Fig. 1: run 1, PDN straps and rails
Bar = 20 um. Pins as bars on the die edge. Tap cells in grey.
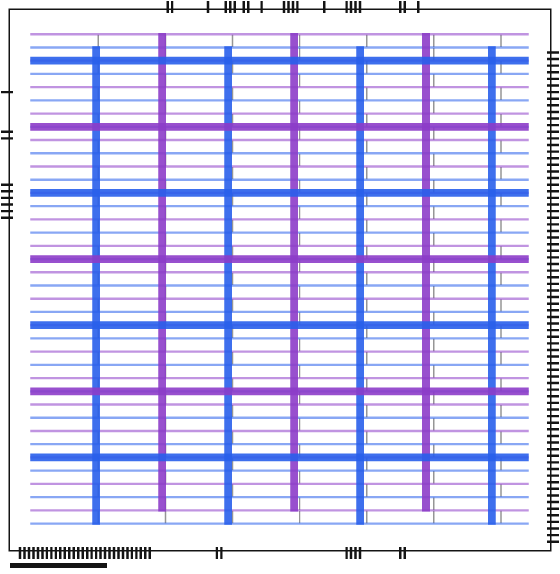
Fig. 2: run 1, cell classes on the final placement
Bar = 20 um.
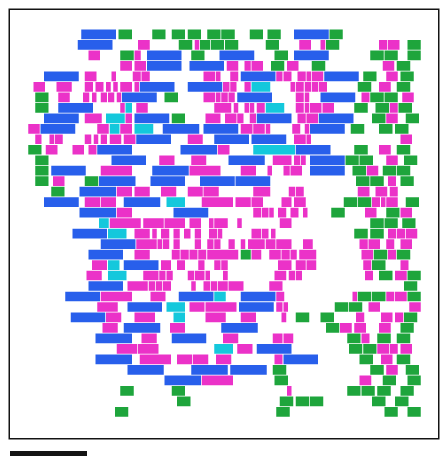
Fig. 3: run 1, routed clock nets over the placement
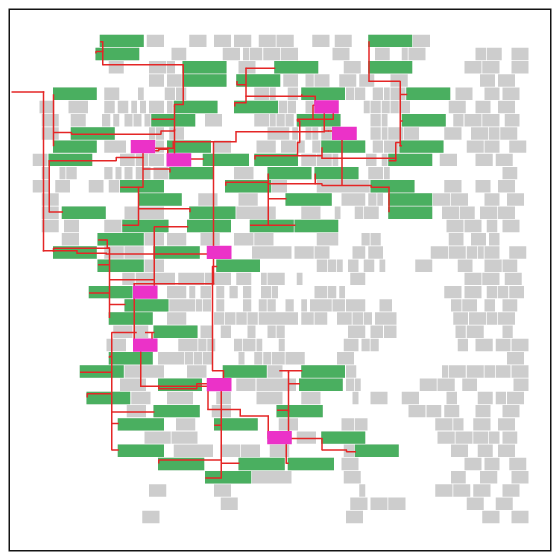
==> config.mk <==
export PLATFORM = sky130hd
export DESIGN_NAME = branch_resolve_unit
export DESIGN_NICKNAME = d
export VERILOG_FILES = /design/src/rtl/branch_resolve_unit.sv
export SDC_FILE = /design/constraint.sdc
export NUM_CORES = 1
export LEC_CHECK = 0
export CAP_MARGIN = 0
export CORE_MARGIN = 4
export CORE_UTILIZATION = 38
export CTS_CLUSTER_DIAMETER = 150
export CTS_CLUSTER_SIZE = 20
export DETAILED_ROUTE_END_ITERATION = 6
export PLACE_DENSITY = 0.68
export REMOVE_ABC_BUFFERS = 1
export SYNTH_ARGS = -nofsm -noshare
export SYNTH_HDL_FRONTEND = slang
export SYNTH_SLANG_ARGS = --single-unit
==> constraint.sdc <==
create_clock -name clk -period 9.5 [get_ports clk]
set_input_delay 1.9 -clock clk [delete_from_list [all_inputs] [get_ports clk]]
set_output_delay 1.9 -clock clk [all_outputs]
set_load 0.02 [all_outputs]
==> impl_metrics.xml, run 1 <==
<?xml version="1.0" encoding="UTF-8"?>
<metrics>
  <group name="floorplanning">
    <metric name="pin_count" unit="">143</metric>
    <metric name="die_area" unit="sq um">12300</metric>
    <metric name="taps" unit="">136</metric>
  </group>
  <group name="worst_setup_path">
    <metric name="cp.arrival" unit="ps">4630</metric>
    <metric name="critical_path.startpoint_type" unit="">input port</metric>
    <metric name="crit_path_top_delay_cell" unit="">sky130_fd_sc_hd__clkdlybuf4s50_1</metric>
    <metric name="setup.worst_path.class" unit="">input port to output port</metric>
    <metric name="crit_family" unit="">buffers and inverters</metric>
  </group>
  <group name="drt">
    <metric name="via_count" unit="">3228</metric>
    <metric name="residual_drc_count" unit="">0</metric>
    <metric name="drt-pass1-iter-count" unit="">4</metric>
    <metric name="detail_route.wirelength.met1" unit="mm">4.57</metric>
    <metric name="drt_iter0_drc" unit="">143</metric>
  </group>
  <group name="power">
    <metric name="cellPowerDensity" unit="nW/um^2">148</metric>
    <metric name="p_sw_share" unit="%">30.7</metric>
    <metric name="seq_pwr" unit="mW">0.359</metric>
    <metric name="p_seq_share" unit="%">44.2</metric>
    <metric name="comb-power" unit="mW">0.213</metric>
  </group>
  <group name="cells_and_area">
    <metric name="layout.non_clock_buffers" unit="">116</metric>
    <metric name="comb_area" unit="sq um">2220</metric>
    <metric name="comb_cells" unit="">277</metric>
    <metric name="area_dominant_class" unit="">multi-input combinational cells</metric>
    <metric name="final-seq-area" unit="sq um">1720</metric>
    <metric name="clock_area_share" unit="%">3.64</metric>
  </group>
  <group name="logic_synthesis">
    <metric name="postSynthAreaPerCell" unit="sq um">11.0</metric>
    <metric name="synth_top_cell_by_count" unit="">sky130_fd_sc_hd__dfrtp_1</metric>
    <metric name="ys_sh_xor" unit="%">14.3</metric>
    <metric name="ys.flop_type" unit="">sky130_fd_sc_hd__dfrtp_1</metric>
    <metric name="yosysChipArea" unit="sq um">4040</metric>
  </group>
  <group name="global_routing">
    <metric name="grt.total_usage" unit="%">17.1</metric>
    <metric name="grt.busiest_layer" unit="">met2</metric>
  </group>
  <group name="outcome">
    <metric name="run_status" unit="">finished, final reports clean</metric>
  </group>
  <group name="clock_tree">
    <metric name="clk_pin_slew_worst_paths" unit="ps">90</metric>
    <metric name="ctsHtreeMaxLevel" unit="">3</metric>
    <metric name="clock_tree_from_tritoncts" unit="">built</metric>
    <metric name="cts_root_buffer" unit="">sky130_fd_sc_hd__clkbuf_8</metric>
  </group>
  <group name="timing">
    <metric name="maxSlewViolCount" unit="">0</metric>
    <metric name="timing_worst_slew_pin_value" unit="ps">1140</metric>
    <metric name="finalClockPeriodUsage" unit="%">68.8</metric>
  </group>
  <group name="placed_design">
    <metric name="gp_congestion" unit="">0.955</metric>
  </group>
  <group name="hold_path">
    <metric name="hold_class" unit="">flop to flop</metric>
  </group>
</metrics>
About Fig. 1:
colour	net
blue	VSS
purple	VDD
rows	37
met4 straps	7
signal pins	143
Chip Width: 111 um
Die Y: 111 um

About Fig. 2:
colour	class	cells	share of their area
green	remaining buffers and delay cells	116	22%
magenta	remaining logic cells	283	42%
cyan	clock drivers and dummy loads	16	3.8%
blue	registers	68	32%
flip-flop and latch share of the layout cell area: 31.3%
final core occ: 53.2%
number of rows in the core area: 37
cell area after layout: 5490 sq um

About Fig. 3:
[green] flip-flops | count: 68
[magenta] clock-net drivers | count: 9
[red] clock wires | length: 867 um
routed clock nets	10
clk latency late pin: 350 ps
clock network power share: 29.5%

==> run 2, diff against run 1 <==
- clock period: 9.5 -> 6.1 ns (I/O delays scaled with it)
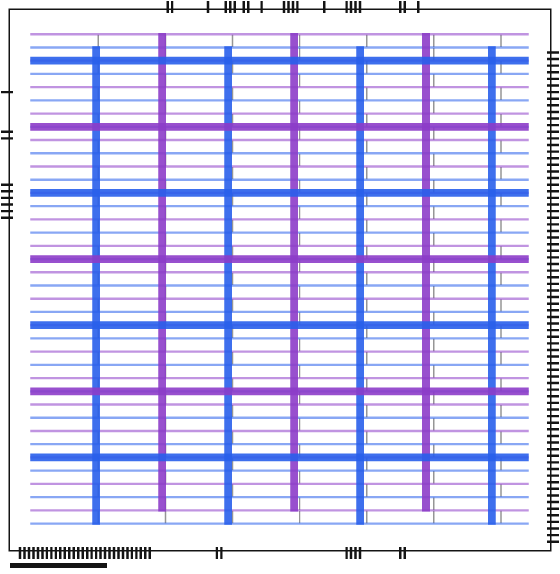
Fig. 4. PDN straps and rails (run 2).
Bar = 20 um. Pins as bars on the die edge. Tap cells in grey.
colour	net
purple	VDD
blue	VSS
tap cells	136
met5 straps	7
met4 straps	7
met1 rails	38
signal pins	143
worst IR drop on VDD: 171 uV
core outline area: 10,300 sq um

==> run 2 against run 1 <==
Utilization up 0.22 points. Sequential cell count unchanged. Largest cell class unchanged. Clock-buffer cell count up 1.
==> impl_metrics.xml, run 2 <==
<?xml version="1.0" encoding="UTF-8"?>
<metrics>
  <group name="worst_setup_path">
    <metric name="cp.depth" unit="">4</metric>
    <metric name="critical_path.startpoint_type" unit="">input port</metric>
    <metric name="worst-path-buf-inv" unit="">2</metric>
    <metric name="rrSetupSlack" unit="ps">2780</metric>
    <metric name="cp.arrival" unit="ps">3950</metric>
    <metric name="crit_family" unit="">buffers and inverters</metric>
    <metric name="crit_path_top_delay_cell" unit="">sky130_fd_sc_hd__clkdlybuf4s50_1</metric>
    <metric name="setup.worst_path.class" unit="">input port to output port</metric>
  </group>
  <group name="cells_and_area">
    <metric name="layout.non_clock_buffers" unit="">117</metric>
    <metric name="clock_area_share" unit="%">3.90</metric>
    <metric name="final_design_area_no_fill" unit="sq um">5520</metric>
    <metric name="final-seq-area" unit="sq um">1720</metric>
    <metric name="buf_share" unit="%">21.1</metric>
    <metric name="comb_area" unit="sq um">2220</metric>
    <metric name="tally_of_non_filler_cells_in_the_final_layout" unit="">620</metric>
    <metric name="area_dominant_class" unit="">multi-input combinational cells</metric>
    <metric name="seq_share" unit="%">31.2</metric>
    <metric name="comb_cells" unit="">277</metric>
    <metric name="area.share.combinational" unit="%">40.3</metric>
    <metric name="final.fill_count" unit="">920</metric>
    <metric name="ff_latch_count" unit="">68</metric>
    <metric name="drive_above_1_share" unit="%">18.6</metric>
    <metric name="layout_top_cell_excl_fill_tap" unit="">sky130_fd_sc_hd__clkdlybuf4s50_1</metric>
  </group>
  <group name="drt">
    <metric name="wire_length_reported_by_the_detailed_router" unit="mm">10.5</metric>
    <metric name="detail_route.wirelength.met1" unit="mm">4.55</metric>
    <metric name="drt_iter0_drc" unit="">139</metric>
    <metric name="residual_drc_count" unit="">0</metric>
    <metric name="via_count" unit="">3253</metric>
    <metric name="vias_per_cell" unit="">5.25</metric>
    <metric name="drt-pass1-iter-count" unit="">4</metric>
    <metric name="detailroute.wirelength.met2" unit="mm">5.08</metric>
  </group>
  <group name="timing">
    <metric name="finalClockPeriodUsage" unit="%">84.8</metric>
    <metric name="timing.hold.ws" unit="ps">494</metric>
    <metric name="timing_worst_slew_pin_value" unit="ps">804</metric>
    <metric name="final-hold-violation-count" unit="">0</metric>
    <metric name="timing.final.crit_period" unit="ps">5170</metric>
    <metric name="grt_setup_unrepaired" unit="">false</metric>
    <metric name="maxSlewViolCount" unit="">0</metric>
    <metric name="worst_slack" unit="ps">925</metric>
    <metric name="setup-violations-final" unit="">0</metric>
  </group>
  <group name="floorplanning">
    <metric name="die_w" unit="um">111</metric>
    <metric name="die_area" unit="sq um">12300</metric>
    <metric name="die_height" unit="um">111</metric>
    <metric name="fp_util" unit="%">39.1</metric>
    <metric name="placementRows" unit="">37</metric>
    <metric name="pin_count" unit="">143</metric>
    <metric name="taps" unit="">136</metric>
  </group>
  <group name="placed_design">
    <metric name="gp_congestion" unit="">0.943</metric>
    <metric name="area_post_placement" unit="sq um">5300</metric>
  </group>
  <group name="logic_synthesis">
    <metric name="ys.flop_type" unit="">sky130_fd_sc_hd__dfrtp_1</metric>
    <metric name="post_synth_mux_area_share" unit="%">15.7</metric>
    <metric name="mappedNetlistArea" unit="sq um">4040</metric>
    <metric name="synth_sequential_area_ratio" unit="%">42.7</metric>
    <metric name="synthCells" unit="">366</metric>
    <metric name="top_cells_by_count" unit="">sky130_fd_sc_hd__dfrtp_1 (52), sky130_fd_sc_hd__xor2_1 (48), sky130_fd_sc_hd__mux2_2 (31)</metric>
    <metric name="postSynthRegisterBits" unit="">68</metric>
    <metric name="postSynthAreaPerCell" unit="sq um">11.0</metric>
    <metric name="area_leaders" unit="">sky130_fd_sc_hd__dfrtp_1 (32%), sky130_fd_sc_hd__dfstp_2 (10%), sky130_fd_sc_hd__xor2_1 (10%), sky130_fd_sc_hd__mux2_2 (8.6%), sky130_fd_sc_hd__mux4_2 (5.0%)</metric>
    <metric name="ys_sh_xor" unit="%">14.3</metric>
    <metric name="yosysChipArea" unit="sq um">4040</metric>
    <metric name="synth_top_cell_by_count" unit="">sky130_fd_sc_hd__dfrtp_1</metric>
    <metric name="synth-warning-count" unit="">0</metric>
    <metric name="edf_count" unit="">0</metric>
  </group>
  <group name="power">
    <metric name="p_sw_share" unit="%">29.5</metric>
    <metric name="cellPowerDensity" unit="nW/um^2">236</metric>
    <metric name="internal_power" unit="mW">0.918</metric>
    <metric name="power.clock.fraction" unit="%">31.1</metric>
    <metric name="p_seq_share" unit="%">42.9</metric>
    <metric name="comb-power" unit="mW">0.339</metric>
    <metric name="seq_pwr" unit="mW">0.558</metric>
  </group>
  <group name="global_routing">
    <metric name="grt.overflow.total" unit="">0</metric>
    <metric name="grt.total_usage" unit="%">17.4</metric>
  </group>
  <group name="clock_tree">
    <metric name="clock_path_buffers" unit="">2</metric>
    <metric name="cts-buffers-inserted" unit="">9</metric>
    <metric name="cts_hold_buffers" unit="">0</metric>
    <metric name="cts_root_buffer" unit="">sky130_fd_sc_hd__clkbuf_8</metric>
    <metric name="clock_tree_from_tritoncts" unit="">built</metric>
    <metric name="clk_latency" unit="ps">350</metric>
    <metric name="ctsResizeCount" unit="">0</metric>
    <metric name="ctsHtreeMaxLevel" unit="">3</metric>
    <metric name="clk_pin_slew_worst_paths" unit="ps">70</metric>
  </group>
  <group name="hold_path">
    <metric name="hold_class" unit="">flop to flop</metric>
  </group>
  <group name="flow_run">
    <metric name="tool_warnings" unit="">54</metric>
    <metric name="cap_violations" unit="">0</metric>
  </group>
  <group name="outcome">
    <metric name="run_status" unit="">finished, final reports clean</metric>
  </group>
</metrics>
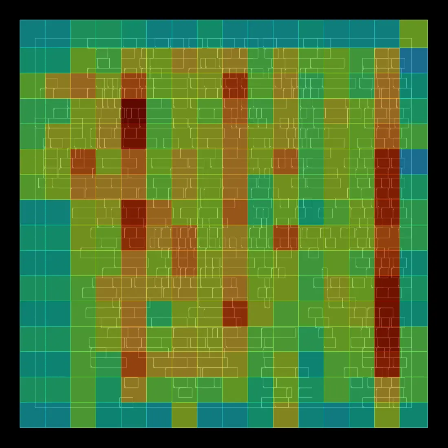
Fig. 5. Track usage over the die (run 2).
final core occ: 53.4%
GRT Max-Usage Layer: met2
fraction of met2 tracks used by global routing: 29.0%
GR Util met3: 5.57%
met1 global-route usage: 21.4%

Power is estimated from default activity; no workload was simulated.
